Fig. 1: run 1, supply network
Bar = 10 um. Pins as bars on the die edge.
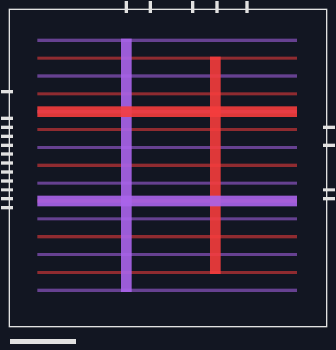
Fig. 2: run 1, placed cells, one color a class
Fill, decap, tap and diode cells in gray.
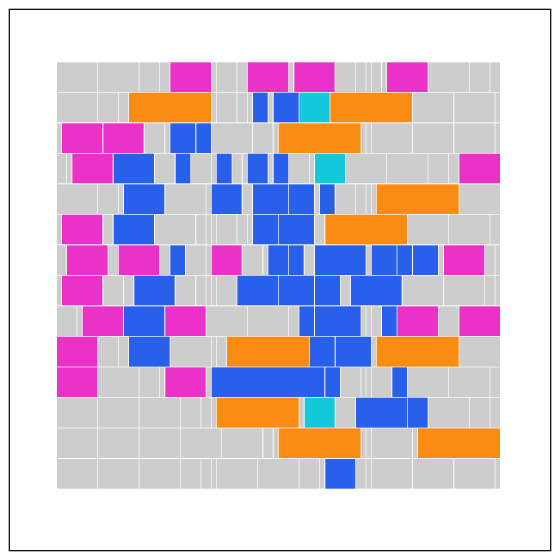
Fig. 3: run 1, clock distribution
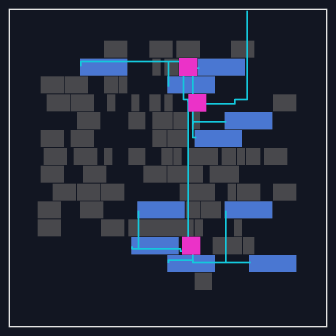
Fig. 4: run 1, wiring by layer
Bar = 10 um. Two of the layers only.
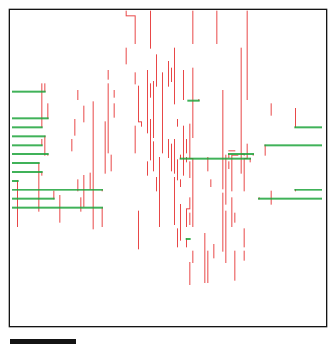
==> config.mk <==
export PLATFORM = sky130hd
export DESIGN_NAME = mux_scan_nto1
export DESIGN_NICKNAME = d
export VERILOG_FILES = /design/src/rtl/mux_scan_nto1.sv
export SDC_FILE = /design/constraint.sdc
export NUM_CORES = 1
export LEC_CHECK = 0
export CAP_MARGIN = 10
export CORE_MARGIN = 4
export CORE_UTILIZATION = 32
export CTS_CLUSTER_DIAMETER = 150
export DETAILED_ROUTE_END_ITERATION = 8
export GPL_ROUTABILITY_DRIVEN = 0
export PLACE_DENSITY_LB_ADDON = 0.25
export SETUP_SLACK_MARGIN = 0.02
export SYNTH_ARGS = -nofsm -noshare
export SYNTH_HDL_FRONTEND = slang
export SYNTH_SLANG_ARGS = --single-unit
==> constraint.sdc <==
create_clock -name clk -period 2.58 [get_ports clk]
set_clock_uncertainty 0.2 [all_clocks]
set_input_delay 0.258 -clock clk [delete_from_list [all_inputs] [get_ports clk]]
set_output_delay 0.258 -clock clk [all_outputs]
set_load 0.05 [all_outputs]
==> impl_metrics.ini, run 1 <==
; generated from flow reports
[synth]
synth_cells = 53
ys_sh_adder_pct = 7.28
simple_gate_share_pct = 23.1
synth-edff-count = 0
ys_ff = 10
ys_sh_aoi_pct = 13.8
yosys_cells = 53
xor_share_pct = 0
common_cells = dfxtp_1 (10), mux2i_1 (6), nand2_1 (5), nor2_1 (5), nor2b_1 (4)
ys_top_cells_by_area = dfxtp_1 (39%), mux2i_1 (12%), ha_1 (7.3%)
yosysTopAreaCell = dfxtp_1
muxShareOfSynthArea_pct = 13.8
most_common_cell = dfxtp_1
ys_warn_count = 0
syn-num-nets = 71
avgSynthCellArea_sq_um = 9.73
synth.distinct_cells = 22
yosysSeqAreaShare_pct = 38.8
synthArstFlopShare_pct = 0
topCombFamilyByArea = simple AND/OR/NAND/NOR gates

[pwr]
seq-power_mw = 0.162
powerDensity_mw_per_mm2 = 436
finalPower_mw = 0.332
p_sw_mw = 0.0826
p_comb_mw = 0.0672
p_leak_nw = 0.336
seqPwrFrac_pct = 48.8
maxPowerGroup = sequential cells
p_sw_share_pct = 24.9
p_comb_share_pct = 20.2
intPower_mw = 0.249

[clock_tree]
cts_tree = yes
postCtsSetupRepairBufs = 0
cts_max_path_buffers = 2
clkSinkCount = 10
cts_made_buffers = 3
ctsHoldBuffers = 0
post_cts_resize_count = 0
cts.htree.levels = 1
clk_pin_slew_ns = 0.06
clock-root-buffer = clkbuf_4

[drt]
drt-met1-wl_um = 443
viasPerCell = 5.05
ant_nets = 0
vias = 465
wl_met2_um = 438
dr_wl_met3_um = 113
drc = 0
first_iter_violations = 4
firstDrtPassIters = 4

[sta]
slew_headroom_pct = 66.8
setup_viol = 0
min_period_ns = 2.17
setup_tns_ns = 0
hold_violations = 0
max_freq_mhz = 461
slew_violations = 0
final.period_utilization_pct = 84.2
worst_slack_ns = 0.409
rsz0062_at_grt = false
holdWs_ns = 0.229
tightest_slew_ns = 0.496

[hold_path]
min_path_type = reg -> reg
whs_path_depth = 1

[global_routing]
gr-usage-met1_pct = 13.1
grt_pass1_wl_um = 1680
grt_busiest_layer = met2
gr-usage-met3_pct = 3.69
antenna_found_initial = 0
global_route.usage.met2_pct = 15.6
grt_max_degree = 8
gr-total-overflow = 0
first_global_vias = 429

[critical_path]
path_cells = ha_1, mux2_1, a32oi_4, mux2i_1, mux2i_1, nor2_1, nor4_1
crit_path_max_incr_delay_ns = 0.41
critPathBufInv = 0
ff2ff_path_depth = 7
critPathRequiredTime_ns = 2.55
cp.depth = 7
cp.arrival_ns = 2.14
critPathLaunchType = flip-flop
worstSetupEndpointType = flip-flop
r2r_setup_slack_ns = 0.41
slowest_stage = dfxtp_1
crit_type = reg -> reg
crit_family = multiplexers
cp_max_fo = 5

[placement]
dpl_worst_slack_ns = 0.209
dpl_cell_area_sq_um = 738
dp_hpwl_um = 838
dp.cells = 89
io_buffer_count = 20

[cells_and_area]
fin_cells = 92
clk_share_pct = 2.96
clkbuf_count = 3
logic_area_sq_um = 299
inv_count = 3
n_fill_cell = 152
syn_to_final_growth_pct = 47.6
final_cell_mix = clkdlybuf4s50_1 (20), dfxtp_1 (10), mux2i_1 (6)
flops = 10
final_nets = 96
drive_above_1_share_pct = 7.89
logic_gate_count = 39
comb_share_pct = 39.3
largestClassByArea = logic gates
fin_util_pct = 50.5
register_area_sq_um = 200
buffers_excl_clock = 21
final_common_cell = clkdlybuf4s50_1
antennaDiodeCount = 0

[die]
fp_util_pct = 34.2
io_pins = 21
die_area_sq_mm = 0.00232
n_tap_cell = 16

[run_status]
outcome = completed

[run]
cap_violations = 0
warnings = 26
-- Fig. 1 (at the start) --
VDD: drawn in red. VSS: drawn in purple.
The core has 14 rows. 15 met1 rails follow the rows. 21 signal pins sit on the boundary. 2 straps on met4.
core area: 0.00151 sq mm
Worst IR Drop VDD: 0.183 mV
Vert. Die Dim: 48.1 um
Die X: 48.1 um

-- Fig. 2 (at the start) --
registers: drawn in orange, cells 10, share of their area 27%. remaining logic cells: drawn in blue, cells 42, share of their area 42%. clock-net drivers: drawn in cyan, cells 3, share of their area 3.0%. remaining buffers and delay cells: drawn in magenta, cells 21, share of their area 28%.
flop share of the area: 26.3%
fin area: 761 sq um
row count: 14

-- Fig. 3 (at the start) --
flip-flops: drawn in blue, count 10. clock-net drivers: drawn in magenta, count 3. clock wires: drawn in cyan, length 130 um.
There are 4 routed clock nets.
Clk Latency, worst-skew pair: 0.26 ns
Clk. pwr: 0.103 mW
clock power share: 30.9%

-- Fig. 4 (at the start) --
M3: drawn in green, wire length 113 um. M2: drawn in red, wire length 438 um.
GRT Overall Usage: 10.8%
final WL: 1020 um
DR WL/cell: 11.0 um

==> run 2: changes to the inputs <==
==> constraint.sdc (replaced) <==
create_clock -name clk -period 2.2 [get_ports clk]
set_clock_uncertainty 0.2 [all_clocks]
set_input_delay 0.22 -clock clk [delete_from_list [all_inputs] [get_ports clk]]
set_output_delay 0.22 -clock clk [all_outputs]
set_load 0.05 [all_outputs]
Fig. 5: run 2, wiring by layer
Bar = 10 um. Two of the layers only.
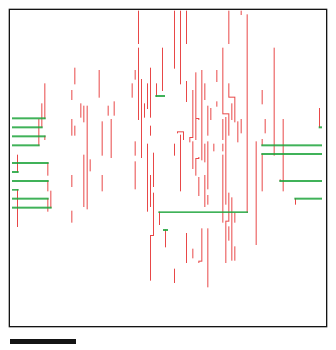
M2: drawn in red, wire length 497 um. M3: drawn in green, wire length 84.0 um.
GRT Overall Usage: 11.2%
DR WL/cell: 11.0 um

Fig. 6: run 2, clock distribution
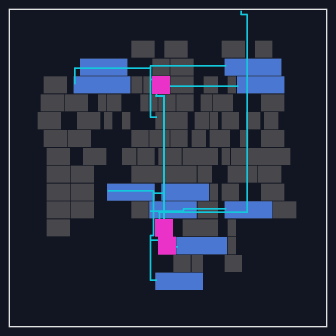
clock-net drivers: drawn in magenta, count 3. flip-flops: drawn in blue, count 10. clock wires: drawn in cyan, length 158 um.
There are 4 routed clock nets.
clock power share: 37.1%
Clk. pwr: 0.163 mW

==> impl_metrics.ini, run 2 <==
; generated from flow reports
[drt]
routed_wl_um = 1130
vias = 486
drt-met1-wl_um = 526
first_iter_violations = 5
firstDrtPassIters = 4
dr_wl_met3_um = 83
ant_nets = 0

[sta]
final.period_utilization_pct = 92.8
setup_viol = 0
worst_slack_ns = 0.157
holdWs_ns = 0.204
min_period_ns = 2.04
hold_violations = 0
setup_tns_ns = 0
max_freq_mhz = 490
slew_headroom_pct = 67.1

[cells_and_area]
fin_cells = 102
antennaDiodeCount = 0
sh_seq_area_pct = 24.0
fin_util_pct = 57.7
syn_to_final_growth_pct = 68.7
comb_share_pct = 36.5
inv_count = 3
final_cell_mix = clkdlybuf4s50_1 (20), buf_4 (10), dfxtp_1 (7)
n_fill_cell = 135
largestClassByArea = logic gates
logic_area_sq_um = 318
logic_gate_count = 39
buffers_excl_clock = 30
final_area_sq_um = 870
flops = 10
final_common_cell = clkdlybuf4s50_1
final_nets = 105

[pwr]
seqPwrFrac_pct = 42.9
p_sw_mw = 0.104
peakVddDrop_mv = 0.263
intPower_mw = 0.335
p_comb_share_pct = 20.0
p_leak_nw = 0.384

[critical_path]
r2r_setup_slack_ns = 0.16
crit_family = multiplexers
crit_path_max_incr_delay_ns = 0.34
path_cells = ha_2, mux2_4, a32oi_4, mux2i_1, mux2i_1, nor2_1, nor4_1
worstSetupEndpointType = flip-flop
crit_type = reg -> reg
cp.depth = 7
slowest_stage = a32oi_4
ff2ff_path_depth = 7

[global_routing]
gr-usage-met3_pct = 2.21
first_global_vias = 445
gr-total-overflow = 0
global_route.usage.met2_pct = 16.6
grt_busiest_layer = met2
antenna_found_initial = 0
grt_max_degree = 7

[hold_path]
min_path_type = reg -> reg
whs_path_depth = 1

[synth]
yosys_cells = 53
synthArstFlopShare_pct = 0
topCombFamilyByArea = simple AND/OR/NAND/NOR gates
synth-edff-count = 0
simple_gate_share_pct = 23.1
ys_sh_aoi_pct = 13.8
ys_top_cells_by_area = dfxtp_1 (39%), mux2i_1 (12%), ha_1 (7.3%)
muxShareOfSynthArea_pct = 13.8
ys_warn_count = 0
yosysTopAreaCell = dfxtp_1
avgSynthCellArea_sq_um = 9.73
ys_ff = 10

[clock_tree]
cts.htree.levels = 1
cts_max_path_buffers = 2
clock-root-buffer = clkbuf_4
postCtsSetupRepairBufs = 1

[placement]
dpl_cell_area_sq_um = 791
dp.cells = 95
dp_hpwl_um = 917

[die]
die_h_um = 48.1
die_area_sq_mm = 0.00232
n_tap_cell = 16

[run]
warnings = 26

[run_status]
outcome = completed
Power is estimated from default activity; no workload was simulated.
